### src/rtl/softmax_rd_addr_gen.sv
// rtl/softmax_rd_addr_gen.sv - AXI AR burst generator walking the feature map in softmax order
//
// Walks h -> w-tile -> pass -> channel-group and issues one AR burst per step.
// Each w-tile is read NUM_PASS times: pass 0 for the row max/sum, pass 1 for
// the normalize step. The number of issued-but-uncompleted bursts is capped
// at MAX_OUTSTANDING.
//
// Ports:
//   clk, rst            clock, asynchronous active-high reset
//   start               one-cycle launch pulse; ignored while busy
//   cfg_*               geometry and strides, latched on an accepted start
//   m_arvalid/m_arready AR handshake
//   m_araddr, m_arlen   burst start address, constant AXI_BURST_LEN-1
//   rlast_hs            one burst fully returned
//   tile_pass           pass index of the burst on AR
//   busy, done          run in progress, one-cycle completion pulse
//   perf_cnt            busy-cycle count of the last or current run
module softmax_rd_addr_gen #(
    parameter int ADDR_W          = 32,
    parameter int DAT_BYTES       = 32,
    parameter int AXI_BURST_LEN   = 16,
    parameter int NUM_PASS        = 2,
    parameter int MAX_OUTSTANDING = 4,
    parameter int CNT_W           = 16
) (
    input  logic              clk,
    input  logic              rst,
    input  logic              start,
    input  logic [CNT_W-1:0]  cfg_head,
    input  logic [CNT_W-1:0]  cfg_win,
    input  logic [CNT_W-1:0]  cfg_ch_div,
    input  logic [ADDR_W-1:0] cfg_base,
    input  logic [ADDR_W-1:0] cfg_surf_stride,
    input  logic [ADDR_W-1:0] cfg_line_stride,
    output logic              m_arvalid,
    input  logic              m_arready,
    output logic [ADDR_W-1:0] m_araddr,
    output logic [7:0]        m_arlen,
    input  logic              rlast_hs,
    output logic              tile_pass,
    output logic              busy,
    output logic              done,
    output logic [31:0]       perf_cnt
);

    localparam int OUT_W  = $clog2(MAX_OUTSTANDING + 1);
    localparam int PASS_W = (NUM_PASS > 1) ? $clog2(NUM_PASS) : 1;
    localparam logic [ADDR_W-1:0] TILE_BYTES = ADDR_W'(AXI_BURST_LEN * DAT_BYTES);

    typedef enum logic [1:0] {S_IDLE, S_ISSUE, S_DRAIN, S_FIN} state_t;

    state_t              state_q, state_d;
    logic [CNT_W-1:0]    head_q, head_d;
    logic [CNT_W-1:0]    wtiles_q, wtiles_d;
    logic [CNT_W-1:0]    ch_div_q, ch_div_d;
    logic [ADDR_W-1:0]   surf_q, surf_d;
    logic [ADDR_W-1:0]   line_q, line_d;
    logic [CNT_W-1:0]    h_q, h_d;
    logic [CNT_W-1:0]    wt_q, wt_d;
    logic [CNT_W-1:0]    c_q, c_d;
    logic [PASS_W-1:0]   pass_q, pass_d;
    logic [ADDR_W-1:0]   line_base_q, line_base_d;
    logic [ADDR_W-1:0]   tile_base_q, tile_base_d;
    logic [ADDR_W-1:0]   ch_addr_q, ch_addr_d;
    logic [OUT_W-1:0]    out_q, out_d;
    logic                arvalid_q, arvalid_d;
    logic                busy_q, busy_d;
    logic                done_q, done_d;
    logic [31:0]         perf_q, perf_d;

    logic                ar_hs;
    logic                rl_dec;
    logic                last_c, last_p, last_wt, last_h;
    logic [CNT_W-1:0]    start_wtiles;

    assign m_arvalid = arvalid_q;
    assign m_araddr  = ch_addr_q;
    assign m_arlen   = 8'(AXI_BURST_LEN - 1);
    assign tile_pass = pass_q[0];
    assign busy      = busy_q;
    assign done      = done_q;
    assign perf_cnt  = perf_q;

    assign ar_hs   = arvalid_q & m_arready;
    // A completion with nothing outstanding cannot belong to us; drop it.
    assign rl_dec  = rlast_hs & (out_q != '0);
    assign last_c  = (c_q == ch_div_q - CNT_W'(1));
    assign last_p  = (pass_q == PASS_W'(NUM_PASS - 1));
    assign last_wt = (wt_q == wtiles_q - CNT_W'(1));
    assign last_h  = (h_q == head_q - CNT_W'(1));
    assign start_wtiles = CNT_W'(cfg_win / CNT_W'(AXI_BURST_LEN));

    always_comb begin
        state_d     = state_q;
        head_d      = head_q;
        wtiles_d    = wtiles_q;
        ch_div_d    = ch_div_q;
        surf_d      = surf_q;
        line_d      = line_q;
        h_d         = h_q;
        wt_d        = wt_q;
        c_d         = c_q;
        pass_d      = pass_q;
        line_base_d = line_base_q;
        tile_base_d = tile_base_q;
        ch_addr_d   = ch_addr_q;
        arvalid_d   = arvalid_q;
        busy_d      = busy_q;
        done_d      = 1'b0;
        perf_d      = perf_q;
        out_d       = out_q;

        if (ar_hs && !rl_dec) begin
            out_d = out_q + OUT_W'(1);
        end else if (!ar_hs && rl_dec) begin
            out_d = out_q - OUT_W'(1);
        end

        if (busy_q && (perf_q != 32'hFFFF_FFFF)) begin
            perf_d = perf_q + 32'd1;
        end

        case (state_q)
            S_IDLE: begin
                if (start) begin
                    head_d      = cfg_head;
                    wtiles_d    = start_wtiles;
                    ch_div_d    = cfg_ch_div;
                    surf_d      = cfg_surf_stride;
                    line_d      = cfg_line_stride;
                    h_d         = '0;
                    wt_d        = '0;
                    c_d         = '0;
                    pass_d      = '0;
                    line_base_d = cfg_base;
                    tile_base_d = cfg_base;
                    ch_addr_d   = cfg_base;
                    perf_d      = '0;
                    busy_d      = 1'b1;
                    if ((cfg_head == '0) || (start_wtiles == '0) || (cfg_ch_div == '0)) begin
                        state_d = S_FIN;
                    end else begin
                        state_d = S_ISSUE;
                    end
                end
            end
            S_ISSUE: begin
                if (ar_hs) begin
                    if (!last_c) begin
                        c_d       = c_q + CNT_W'(1);
                        ch_addr_d = ch_addr_q + surf_q;
                    end else begin
                        c_d = '0;
                        if (!last_p) begin
                            pass_d    = pass_q + PASS_W'(1);
                            ch_addr_d = tile_base_q;
                        end else begin
                            pass_d = '0;
                            if (!last_wt) begin
                                wt_d        = wt_q + CNT_W'(1);
                                tile_base_d = tile_base_q + TILE_BYTES;
                                ch_addr_d   = tile_base_q + TILE_BYTES;
                            end else begin
                                wt_d = '0;
                                if (!last_h) begin
                                    h_d         = h_q + CNT_W'(1);
                                    line_base_d = line_base_q + line_q;
                                    tile_base_d = line_base_q + line_q;
                                    ch_addr_d   = line_base_q + line_q;
                                end else begin
                                    h_d = '0;
                                end
                            end
                        end
                    end
                    if (last_c && last_p && last_wt && last_h) begin
                        arvalid_d = 1'b0;
                        state_d   = S_DRAIN;
                    end else begin
                        // Use the post-update count so a free slot allows back-to-back issue.
                        arvalid_d = (out_d < OUT_W'(MAX_OUTSTANDING));
                    end
                end else if (!arvalid_q) begin
                    arvalid_d = (out_d < OUT_W'(MAX_OUTSTANDING));
                end
            end
            S_DRAIN: begin
                if (out_q == '0) begin
                    state_d = S_FIN;
                end
            end
            S_FIN: begin
                done_d  = 1'b1;
                busy_d  = 1'b0;
                state_d = S_IDLE;
            end
            default: begin
                state_d = S_IDLE;
            end
        endcase
    end

    always_ff @(posedge clk or posedge rst) begin
        if (rst) begin
            state_q     <= S_IDLE;
            head_q      <= '0;
            wtiles_q    <= '0;
            ch_div_q    <= '0;
            surf_q      <= '0;
            line_q      <= '0;
            h_q         <= '0;
            wt_q        <= '0;
            c_q         <= '0;
            pass_q      <= '0;
            line_base_q <= '0;
            tile_base_q <= '0;
            ch_addr_q   <= '0;
            out_q       <= '0;
            arvalid_q   <= 1'b0;
            busy_q      <= 1'b0;
            done_q      <= 1'b0;
            perf_q      <= '0;
        end else begin
            state_q     <= state_d;
            head_q      <= head_d;
            wtiles_q    <= wtiles_d;
            ch_div_q    <= ch_div_d;
            surf_q      <= surf_d;
            line_q      <= line_d;
            h_q         <= h_d;
            wt_q        <= wt_d;
            c_q         <= c_d;
            pass_q      <= pass_d;
            line_base_q <= line_base_d;
            tile_base_q <= tile_base_d;
            ch_addr_q   <= ch_addr_d;
            out_q       <= out_d;
            arvalid_q   <= arvalid_d;
            busy_q      <= busy_d;
            done_q      <= done_d;
            perf_q      <= perf_d;
        end
    end

endmodule

### config.mk
export PLATFORM = sky130hd
export DESIGN_NAME = softmax_rd_addr_gen
export DESIGN_NICKNAME = d
export VERILOG_FILES = /design/src/rtl/softmax_rd_addr_gen.sv
export SDC_FILE = /design/constraint.sdc
export NUM_CORES = 1
export LEC_CHECK = 0
export CORE_MARGIN = 8
export CORE_UTILIZATION = 40
export DETAILED_ROUTE_END_ITERATION = 8
export PLACE_DENSITY = 0.68
export SYNTH_ARGS = -nofsm -noshare
export SYNTH_HDL_FRONTEND = slang
export SYNTH_SLANG_ARGS = --single-unit
### constraint.sdc
create_clock -name clk -period 23.1 [get_ports clk]
set_clock_uncertainty 0.1 [all_clocks]
set_input_delay 2.31 -clock clk [delete_from_list [all_inputs] [get_ports clk]]
set_output_delay 2.31 -clock clk [all_outputs]
set_load 0.01 [all_outputs]
==> impl_metrics.py, run 1 <==
# Generated from Yosys and OpenROAD reports
metrics = {
    "synth": {
        "synth.distinct_cells": 83,
        "flop_cell": "sky130_fd_sc_hd__dfrtp_1",
        "number_of_warnings_printed_during_yosys_synthesis": 0,
        "yosys.stat.seqShare": 0.380,
        "synth-seq-cells": 293,
        "logic_family": "simple AND/OR/NAND/NOR gates",
        "synth.yosys.num_cells": 2140,
        "ys_sh_adder": 0.0533,
        "synthesis.area_mm2": 0.0193,
        "mux_frac_synth": 0.0825,
        "top_cell_area_share": 0.380,
        "synth-async-reset-ratio": 1.00,
        "flip_flops_with_a_built_in_enable": 0,
        "post_synth_ao_oa_area_fraction": 0.169,
        "synth_area_per_cell_um2": 9.02,
        "netlist_top_cells_count": "293 x sky130_fd_sc_hd__dfrtp_1, 214 x sky130_fd_sc_hd__nor2_1, 188 x sky130_fd_sc_hd__nand2_1",
        "syn_inst": 2140,
        "yosys.stat.chipArea_mm2": 0.0193,
        "xor_xnor_share_of_the_synthesized_area": 0.0849,
        "netlist.top_cell.by_area": "sky130_fd_sc_hd__dfrtp_1",
    },
    "power": {
        "static-leakage-power_nw": 9.53,
        "power.clock.fraction": 0.176,
        "intPower_w": 0.00195,
        "report.power.total_w": 0.00356,
        "power-per-cell-area_mw_per_mm2": 154,
        "power_switching_w": 0.00161,
        "share_comb_of_total_power": 0.564,
        "power_frac_seq": 0.261,
        "p_sw_frac": 0.452,
    },
    "setup_path": {
        "worst_setup_path_start_kind": "flop",
        "worst-endpoint-required_ns": 23.43,
        "timing.critical_path.to_type": "flop",
        "critical_path_class": "flop to flop",
        "crit_path_cell_trace": "inv_1 > ha_1 > or3b_1 > nor4_4 > xnor2_1 > or4_4 > nor4_4 > nor2_1 > nor2_1 > o21ai_0 > nand2_1 > o21ai_0",
        "worst_ep_arrival_time_ns": 5.55,
        "path_max_fanout": 16,
    },
    "finish": {
        "combAreaFraction": 0.490,
        "final_util": 0.486,
        "biggestCellCategory": "multi-input combinational cells",
        "layout_cells_sized_above_1": 0.102,
        "fillers": 4496,
        "area_share_clock_buf_inv": 0.0569,
        "diodes": 2,
        "layout_top_cells_excl_fill_tap": "293 x sky130_fd_sc_hd__dfrtp_1, 214 x sky130_fd_sc_hd__nor2_1, 212 x sky130_fd_sc_hd__clkdlybuf4s50_1, 188 x sky130_fd_sc_hd__nand2_1, 160 x sky130_fd_sc_hd__a21oi_1",
        "buffers_excl_clock": 229,
        "flow.area_growth_from_synthesis_pct": 20.1,
        "finalNetCount": 2528,
        "register_area_mm2": 0.00733,
        "layout.comb_gates.multi_input": 1701,
        "seq_total_area": 0.316,
        "most_frequently_placed_logic_cell_in_the_final_layout": "sky130_fd_sc_hd__dfrtp_1",
        "nClkBuffers": 53,
    },
    "route": {
        "final_antenna_net_count": 0,
        "routed_via_density": 5.77,
        "drc_errors_left": 0,
        "detailedRoute.firstIterationViolations": 989,
        "drt_pass1_iterations": 5,
    },
    "sta": {
        "fin_crit_sh": 0.226,
        "tightest_slew_ns": 1.12,
        "timing.final.max_slew_violations": 0,
        "total_negative_slack_for_setup_checks_ns": 0,
        "timing_hold_violations_final": 0,
        "period_needed_ns": 5.21,
        "maxSlewHeadroom": 0.254,
        "grt_setup_unrepaired": "no",
        "report.final.setup_viol": 0,
    },
    "outcome": {
        "run_status": "complete, no violations",
    },
    "clocking": {
        "clk_path_buf_depth": 3,
        "cts_tree": "done",
        "tritoncts_sink_count": 293,
        "clock_insertion_delay_worst_skew_ns": 0.56,
        "cts_inserted_buffers": 37,
        "post_cts.repair.setup_buffers": 0,
        "path_clk_slew_ns": 0.06,
        "cell_resize_tally_after_clock_tree_synthesis": 0,
        "ctsHtreeMaxLevel": 2,
        "cts_hold_buffers": 0,
        "clk_root_buffer_cell": "sky130_fd_sc_hd__clkbuf_16",
    },
    "placement": {
        "placed_cell_areas_mm2": 0.0218,
        "place.gp.congestion": 0.889,
        "place.detailed.instances": 2874,
        "dp_hpwl_um": 42600,
        "buffer_ports.inserted": 212,
    },
    "global_routing": {
        "wire_length_of_the_first_global_routing_pass_um": 91400,
        "number_of_antenna_violations_at_the_first_check_in_global_routing": 4,
        "largest_net_degree_at_the_start_of_global_routing": 97,
    },
    "floorplan": {
        "area_of_the_chip_mm2": 0.0555,
        "floorplan.core_area_mm2": 0.0476,
        "die_h_um": 236,
        "row_count": 80,
        "floorplan.die.width_um": 236,
        "ios": 225,
        "num_tap_cells": 615,
        "floorplanUtilization": 0.405,
    },
    "flow_run": {
        "stage_log_warnings": 36,
    },
}
==> run 1: worst min-delay path, delay by kind of cell (launching register included) <==
family        cells  cell delay [ns]
simple gates      2             0.10
flops             1             0.34
==> run 1: power groups by stage <==
stage                     Combinational (W)  Sequential, W  Clock (W)
final                               0.00201       0.000929   0.000626
after global routing                0.00223       0.000959   0.000663
after CTS                           0.00201       0.000929   0.000643
after detailed placement            0.00200       0.000936          0
after global placement              0.00196       0.000929          0
after floorplan                     0.00151       0.000868          0
==> run 1: metal layers <==
metal,global-route usage,vias up,wire [um]
met1,0.242,8233,23700
met3,0.0380,143,3430
met5,0,-,27
met2,0.345,523,27900
li1,-,8086,-
met4,0.0902,4,2340
==> run 1: final timing paths <==
check	slack, ns	start	endpoint	depth (start not counted)
max	17.89	ch_div_q[0]$_DFFE_PP0P_	wt_q[0]$_DFFE_PP0P_	12
min	0.37	tile_base_q[6]$_DFFE_PP0P_	tile_base_q[6]$_DFFE_PP0P_	2
max reg2reg	17.89	ch_div_q[0]$_DFFE_PP0P_	wt_q[0]$_DFFE_PP0P_	12
min reg2reg	0.37	tile_base_q[6]$_DFFE_PP0P_	tile_base_q[6]$_DFFE_PP0P_	2
max in group asynchronous	18.51	rst	line_q[24]$_DFFE_PP0P_	4
min in group asynchronous	2.14	rst	wtiles_q[7]$_DFFE_PP0P_	2
==> run 1: stage by stage <==
step / hold slack (ns) / setup slack (ns)
4_1_cts: 0.373 / 17.83
6_report: 0.370 / 17.89
3_5_place_dp: 0.360 / 17.77
3_3_place_gp: 0.348 / 17.84
5_1_grt: 0.394 / 17.50
2_1_floorplan: 0.335 / 12.60
==> run 1: sequential cells by signal, indices dropped and copies added, names as in the netlist, 32 cells and up <==
register	cells
tile_base_q	32
perf_cnt	32
line_q	32
surf_q	32
line_base_q	32
m_araddr	32
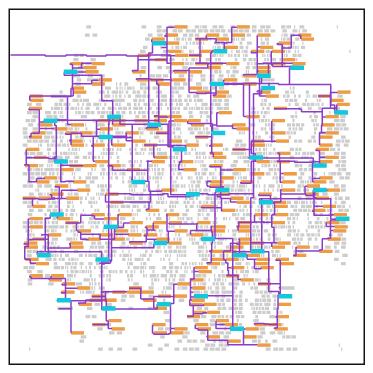
*Clock network drawn from the DEF, run 1*
Drawn at 1.5 px/um.
legend:
  purple:
    item: clock wires
    length: 4700 um
  orange:
    item: flip-flops
    count: 293
  cyan:
    item: clock-net drivers
    count: 37
flops lie: spread over the die
routed clock nets: 38

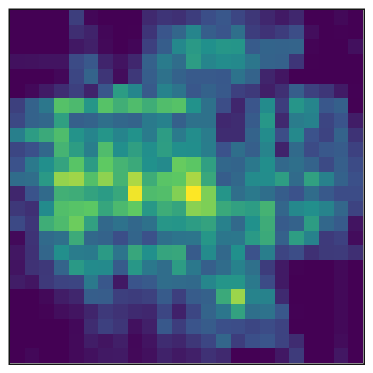
*Wiring heat map, run 1*
Drawn at 1.5 px/um. 24 x 24 tiles, from dark purple (low) to yellow (high), scaled to the fullest tile. Values are wire area over tile area, all layers added.
nearly empty tiles: 16%
tiles over half the peak: 19%
mean over tiles: 0.17
fullest tile: 0.59
DRT Wirelength: 57400 um
total routing usage reported by global routing: 0.201

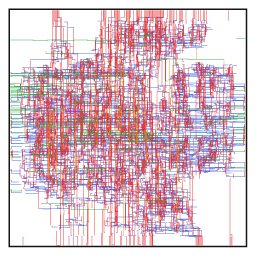
*Signal wires by layer, run 1*
Drawn at 1 px/um.
legend:
  blue:
    layer: M1
    wire_length: 23.7 mm
  purple:
    layer: M5
    wire_length: 27.6 um
  orange:
    layer: M4
    wire_length: 2340 um
  red:
    layer: M2
    wire_length: 27.9 mm
  green:
    layer: M3
    wire_length: 3430 um
routed via count: 17000
routed len/inst: 19.5 um

==> run 1 -> run 2 <==
clock period = 5.4 ns   (was 23.1 ns; I/O delays follow)
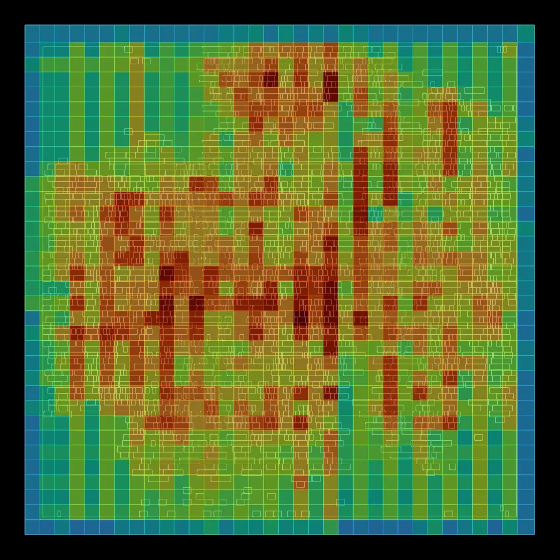
*Routing congestion map, run 2*
met2 track utilization from global routing: 0.343
total routing usage reported by global routing: 0.202
GRT met1 Usage: 0.243

==> impl_metrics.py, run 2 <==
# Generated from Yosys and OpenROAD reports
metrics = {
    "synth": {
        "yosys.stat.seqShare": 0.380,
        "post_synth_ao_oa_area_fraction": 0.169,
        "xor_xnor_share_of_the_synthesized_area": 0.0849,
        "synth_area_per_cell_um2": 9.02,
        "logic_family": "simple AND/OR/NAND/NOR gates",
        "synth.yosys.num_cells": 2140,
        "netlist.top_cell.by_area": "sky130_fd_sc_hd__dfrtp_1",
        "flip_flops_with_a_built_in_enable": 0,
        "mux_frac_synth": 0.0825,
        "netlist_top_cells_count": "293 x sky130_fd_sc_hd__dfrtp_1, 214 x sky130_fd_sc_hd__nor2_1, 188 x sky130_fd_sc_hd__nand2_1",
        "ys_sh_adder": 0.0533,
        "synth-seq-cells": 293,
        "synth-async-reset-ratio": 1.00,
        "synth.distinct_cells": 83,
        "syn_inst": 2140,
        "synthesis.area_mm2": 0.0193,
        "top_cell_area_share": 0.380,
        "flop_cell": "sky130_fd_sc_hd__dfrtp_1",
        "yosys.stat.chipArea_mm2": 0.0193,
    },
    "route": {
        "wl_um": 57600,
        "routed_wire_length_per_instance_um": 19.5,
        "drc_errors_left": 0,
        "vias": 16900,
        "detailedRoute.firstIterationViolations": 1197,
        "final_antenna_net_count": 0,
        "drt_pass1_iterations": 5,
    },
    "setup_path": {
        "worst_setup_path_start_kind": "flop",
        "timing.critical_path.to_type": "flop",
        "path_max_fanout": 16,
        "worst_ep_arrival_time_ns": 4.88,
        "worst-endpoint-required_ns": 5.72,
        "crit_path_cell_trace": "inv_1 > ha_1 > o21ba_2 > a221oi_1 > a41oi_1 > nor4_1 > nand3_1 > or2_2 > o2111ai_2 > nand2_1 > buf_4 > buf_4 > nor2_1 > a21oi_1",
        "crit_path_max_incr_delay_ns": 0.56,
        "critical_path_class": "flop to flop",
    },
    "floorplan": {
        "row_count": 80,
        "floorplanUtilization": 0.405,
        "die_h_um": 236,
        "area_of_the_chip_mm2": 0.0555,
        "floorplan.core_area_mm2": 0.0476,
    },
    "clocking": {
        "cts_inserted_buffers": 36,
        "clk_path_buf_depth": 3,
        "cts_tree": "done",
        "cell_resize_tally_after_clock_tree_synthesis": 0,
        "ctsHtreeMaxLevel": 2,
        "cts_hold_buffers": 0,
        "tritoncts_sink_count": 293,
        "path_clk_slew_ns": 0.06,
        "clk_root_buffer_cell": "sky130_fd_sc_hd__clkbuf_16",
        "post_cts.repair.setup_buffers": 0,
        "clock_insertion_delay_worst_skew_ns": 0.57,
    },
    "finish": {
        "layout_cells_sized_above_1": 0.106,
        "layout_top_cells_excl_fill_tap": "293 x sky130_fd_sc_hd__dfrtp_1, 214 x sky130_fd_sc_hd__nor2_1, 212 x sky130_fd_sc_hd__clkdlybuf4s50_1, 188 x sky130_fd_sc_hd__nand2_1, 160 x sky130_fd_sc_hd__a21oi_1",
        "flow.area_growth_from_synthesis_pct": 20.1,
        "finalNetCount": 2541,
        "most_frequently_placed_logic_cell_in_the_final_layout": "sky130_fd_sc_hd__dfrtp_1",
    },
    "placement": {
        "dp_hpwl_um": 43600,
        "place.gp.congestion": 0.898,
        "placed_cell_areas_mm2": 0.0220,
        "post-place-ws_ns": 0.954,
        "buffer_ports.inserted": 212,
    },
    "sta": {
        "timing_hold_violations_final": 0,
        "maxSlewHeadroom": 0.320,
        "timing.final.max_slew_violations": 0,
        "tightest_slew_ns": 1.02,
        "report.final.setup_viol": 0,
        "total_negative_slack_for_setup_checks_ns": 0,
        "hold_slack_ns": 0.309,
        "fin_crit_sh": 0.844,
        "grt_setup_unrepaired": "no",
        "finalWorstSetupSlack_ns": 0.842,
        "period_needed_ns": 4.56,
    },
    "power": {
        "power-per-cell-area_mw_per_mm2": 652,
        "static-leakage-power_nw": 9.55,
        "report.power.total_w": 0.0151,
    },
    "global_routing": {
        "number_of_antenna_violations_at_the_first_check_in_global_routing": 6,
        "grt_use_met3": 0.0483,
        "top_usage_layer": "met2",
        "largest_net_degree_at_the_start_of_global_routing": 103,
        "wire_length_of_the_first_global_routing_pass_um": 91900,
    },
    "flow_run": {
        "stage_log_warnings": 38,
    },
    "outcome": {
        "run_status": "complete, no violations",
    },
}
[run 2: cell types whose count changed in the layout (fill, tap and decap cells not counted), sizes merged]
cell / previous run / this run
bufinv: 5 / 2
clkinvlp: 2 / 3
clkbuf: 53 / 51
buf: 17 / 31
clkinv: 6 / 9
diode: 2 / 4
[run 2: path summary, 6_finish.rpt]
path / from / end / slack (ns) / depth (start not counted)
worst max-delay path: wtiles_q[0]$_DFFE_PP0P_ / tile_base_q[14]$_DFFE_PP0P_ / 0.84 / 14
worst min-delay path: rst / ch_div_q[11]$_DFFE_PP0P_ / 0.31 / 2
worst max register to register: wtiles_q[0]$_DFFE_PP0P_ / tile_base_q[14]$_DFFE_PP0P_ / 0.84 / 14
worst min register to register: line_base_q[26]$_DFFE_PP0P_ / line_base_q[26]$_DFFE_PP0P_ / 0.38 / 2
max in group asynchronous: rst / head_q[11]$_DFFE_PP0P_ / 3.84 / 3
min in group clk: line_base_q[26]$_DFFE_PP0P_ / line_base_q[26]$_DFFE_PP0P_ / 0.38 / 2
[run 2: cell type report]
class                      instances  area (um^2)
fill                            4522        24500
multi-input combinational       1701        11400
timing repair buffer             243         2390
antenna                            4         10.0
sequential                       293         7330
tap                              615          769
clock inverter                    14          133
inverter                          36          139
clock buffer                      51         1050
[run 2: report_power, final]
group / switching (W) / internal (W)
clock network: 0.000990 / 0.00145
logic: 0.00500 / 0.00371
registers: 0.000904 / 0.00306
total: 0.00689 / 0.00822
[run 2: through the flow]
step / util / cells
floorplan: - / 2146
global placement: 0.461 / 2888
detailed placement: 0.461 / 2888
CTS: 0.486 / 2953
global route: 0.486 / 2957
finish: 0.486 / 2957
[run 2: per-layer routing]
metal / part of all wire / vias up
met2: 0.48 / 466
met5: 0.00045 / -
li1: - / 8100
met4: 0.035 / 4
met1: 0.42 / 8213
met3: 0.063 / 126
==> run 2 -> run 3 <==
clock period = 4.5 ns   (was 5.4 ns; I/O delays follow)
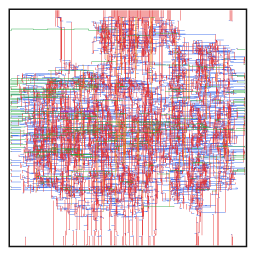
*Signal wires by layer, run 3*
Drawn at 1 px/um.
legend:
  red:
    layer: M2
    wire_length: 28.1 mm
  orange:
    layer: M4
    wire_length: 1760 um
  green:
    layer: M3
    wire_length: 3670 um
  purple:
    layer: M5
    wire_length: 23.0 um
  blue:
    layer: M1
    wire_length: 24.2 mm

==> impl_metrics.py, run 3 <==
# Generated from Yosys and OpenROAD reports
metrics = {
    "route": {
        "drt_pass1_iterations": 7,
        "drc_errors_left": 0,
        "vias": 17100,
        "wl_um": 57700,
        "routed_wire_length_per_instance_um": 19.5,
        "detailedRoute.firstIterationViolations": 1265,
    },
    "setup_path": {
        "critical_path_class": "flop to flop",
        "worst_ep_arrival_time_ns": 4.60,
        "worst-endpoint-required_ns": 4.83,
        "r2r_setup_slack_ns": 0.23,
        "critPathLaunch": "ch_div_q[4]$_DFFE_PP0P_",
        "critical_path_cell_count": 9,
        "ff2ff_path_depth": 9,
        "worst_r2r_endpoint": "h_q[3]$_DFFE_PP0P_",
        "crit_path_max_incr_delay_ns": 0.62,
        "worst_setup_path_start_kind": "flop",
        "kind_of_cell_adding_the_most_delay_to_the_critical_path": "simple AND/OR/NAND/NOR gates",
        "crit_path_cell_trace": "or4_4 > or4_1 > o211a_1 > nor4_1 > nand4_1 > or4_1 > a21oi_2 > nand3_2 > o31ai_1",
        "path_max_fanout": 11,
        "r2r_start": "ch_div_q[4]$_DFFE_PP0P_",
        "cp-endpoint": "h_q[3]$_DFFE_PP0P_",
        "timing.critical_path.to_type": "flop",
    },
    "floorplan": {
        "die_h_um": 236,
        "floorplan.die.width_um": 236,
        "ios": 225,
        "floorplanUtilization": 0.405,
        "floorplan.core_area_mm2": 0.0476,
        "row_count": 80,
    },
    "power": {
        "intPower_w": 0.00973,
        "power_frac_seq": 0.265,
        "power.clock.fraction": 0.154,
        "power-per-cell-area_mw_per_mm2": 777,
        "share_comb_of_total_power": 0.581,
    },
    "finish": {
        "layout_top_cells_excl_fill_tap": "293 x sky130_fd_sc_hd__dfrtp_1, 214 x sky130_fd_sc_hd__nor2_1, 212 x sky130_fd_sc_hd__clkdlybuf4s50_1, 188 x sky130_fd_sc_hd__nand2_1, 160 x sky130_fd_sc_hd__a21oi_1",
        "fillers": 4494,
        "logic_area_mm2": 0.0114,
        "finalNetCount": 2547,
        "most_frequently_placed_logic_cell_in_the_final_layout": "sky130_fd_sc_hd__dfrtp_1",
        "flow.area_growth_from_synthesis_pct": 20.0,
        "layout_cells_sized_above_1": 0.107,
        "final_util": 0.486,
        "register_area_mm2": 0.00733,
    },
    "synth": {
        "ys_sh_adder": 0.0533,
        "netlist.top_cell.by_area": "sky130_fd_sc_hd__dfrtp_1",
        "synth-seq-cells": 293,
        "logic_family": "simple AND/OR/NAND/NOR gates",
        "syn_inst": 2140,
        "synthesis.area_mm2": 0.0193,
        "yosys.stat.chipArea_mm2": 0.0193,
        "flip_flops_with_a_built_in_enable": 0,
        "synth.distinct_cells": 83,
        "synth-async-reset-ratio": 1.00,
        "post_synth_ao_oa_area_fraction": 0.169,
        "top_cell_area_share": 0.380,
        "netlist_top_cells_count": "293 x sky130_fd_sc_hd__dfrtp_1, 214 x sky130_fd_sc_hd__nor2_1, 188 x sky130_fd_sc_hd__nand2_1",
        "number_of_warnings_printed_during_yosys_synthesis": 0,
        "synth.yosys.num_cells": 2140,
        "flop_cell": "sky130_fd_sc_hd__dfrtp_1",
        "mux_frac_synth": 0.0825,
        "yosys.stat.seqShare": 0.380,
    },
    "clocking": {
        "cts_tree": "done",
        "ctsHtreeMaxLevel": 2,
        "clock_insertion_delay_worst_skew_ns": 0.55,
        "cts_inserted_buffers": 35,
        "clk_root_buffer_cell": "sky130_fd_sc_hd__clkbuf_16",
        "path_clk_slew_ns": 0.06,
        "post_cts.repair.setup_buffers": 0,
        "cts_hold_buffers": 0,
        "clk_path_buf_depth": 3,
        "tritoncts_sink_count": 293,
    },
    "sta": {
        "report.final.setup_viol": 0,
        "fin_crit_sh": 0.949,
        "timing.final.max_slew_violations": 0,
        "maxSlewHeadroom": 0.319,
        "hold_slack_ns": 0.150,
        "total_negative_slack_for_setup_checks_ns": 0,
        "grt_setup_unrepaired": "no",
        "period_needed_ns": 4.27,
    },
    "global_routing": {
        "grt.total_usage": 0.201,
        "number_of_antenna_violations_at_the_first_check_in_global_routing": 4,
        "wire_length_of_the_first_global_routing_pass_um": 91600,
        "largest_net_degree_at_the_start_of_global_routing": 118,
    },
    "placement": {
        "buffer_ports.inserted": 212,
        "place.gp.congestion": 0.935,
        "dp_hpwl_um": 43700,
    },
    "outcome": {
        "run_status": "complete, no violations",
    },
    "flow_run": {
        "stage_log_warnings": 42,
    },
}
-- run 3: metrics by stage --
stage | power (W) | instance area, um^2 | setup WS [ns] | instances
after global routing | 0.0194 | 23200 | 0.0286 | 2958
after CTS | 0.0180 | 23200 | 0.217 | 2956
after floorplan | 0.0122 | 19300 | 0.0609 | 2146
after detailed placement | 0.0152 | 22000 | 0.250 | 2895
final | 0.0180 | 23200 | 0.230 | 2959
after global placement | 0.0149 | 22000 | 0.407 | 2895
-- run 3: logic make-up (layout without fill, tap and decap cells) --
family | after synthesis | count (layout)
and+or+nand+nor | 758 | 758
AOI/OAI and AO/OA | 523 | 523
DFF | 293 | 293
xor gates and xnor gates | 187 | 187
buffers and inverters | 152 | 347
muxes | 144 | 144
adders and majority gates | 81 | 81
other | 2 | 11
-- run 3: final cells by class --
class | count | share of cell area
timing repair buffer | 250 | 0.106
antenna | 3 | 0.000324
clock inverter | 12 | 0.00400
inverter | 36 | 0.00600
sequential | 293 | 0.317
clock buffer | 49 | 0.0436
multi-input combinational | 1701 | 0.490
tap | 615 | 0.0332
-- run 3: power groups by stage --
stage          combinational (W)  clock [W]  sequential, W
2_1_floorplan            0.00774          0        0.00445
3_3_place_gp              0.0101          0        0.00475
3_5_place_dp              0.0104          0        0.00479
4_1_cts                   0.0104    0.00285        0.00476
5_1_grt                   0.0115    0.00295        0.00492
6_report                  0.0105    0.00277        0.00477
-- run 3: layer usage --
metal | global-route usage | vias up | routed length (um)
li1 | - | 8118 | -
met1 | 0.249 | 8293 | 24200
met2 | 0.344 | 536 | 28100
met3 | 0.0408 | 121 | 3670
met4 | 0.0740 | 4 | 1760
met5 | 0 | - | 23
Power is estimated from default activity; no workload was simulated.
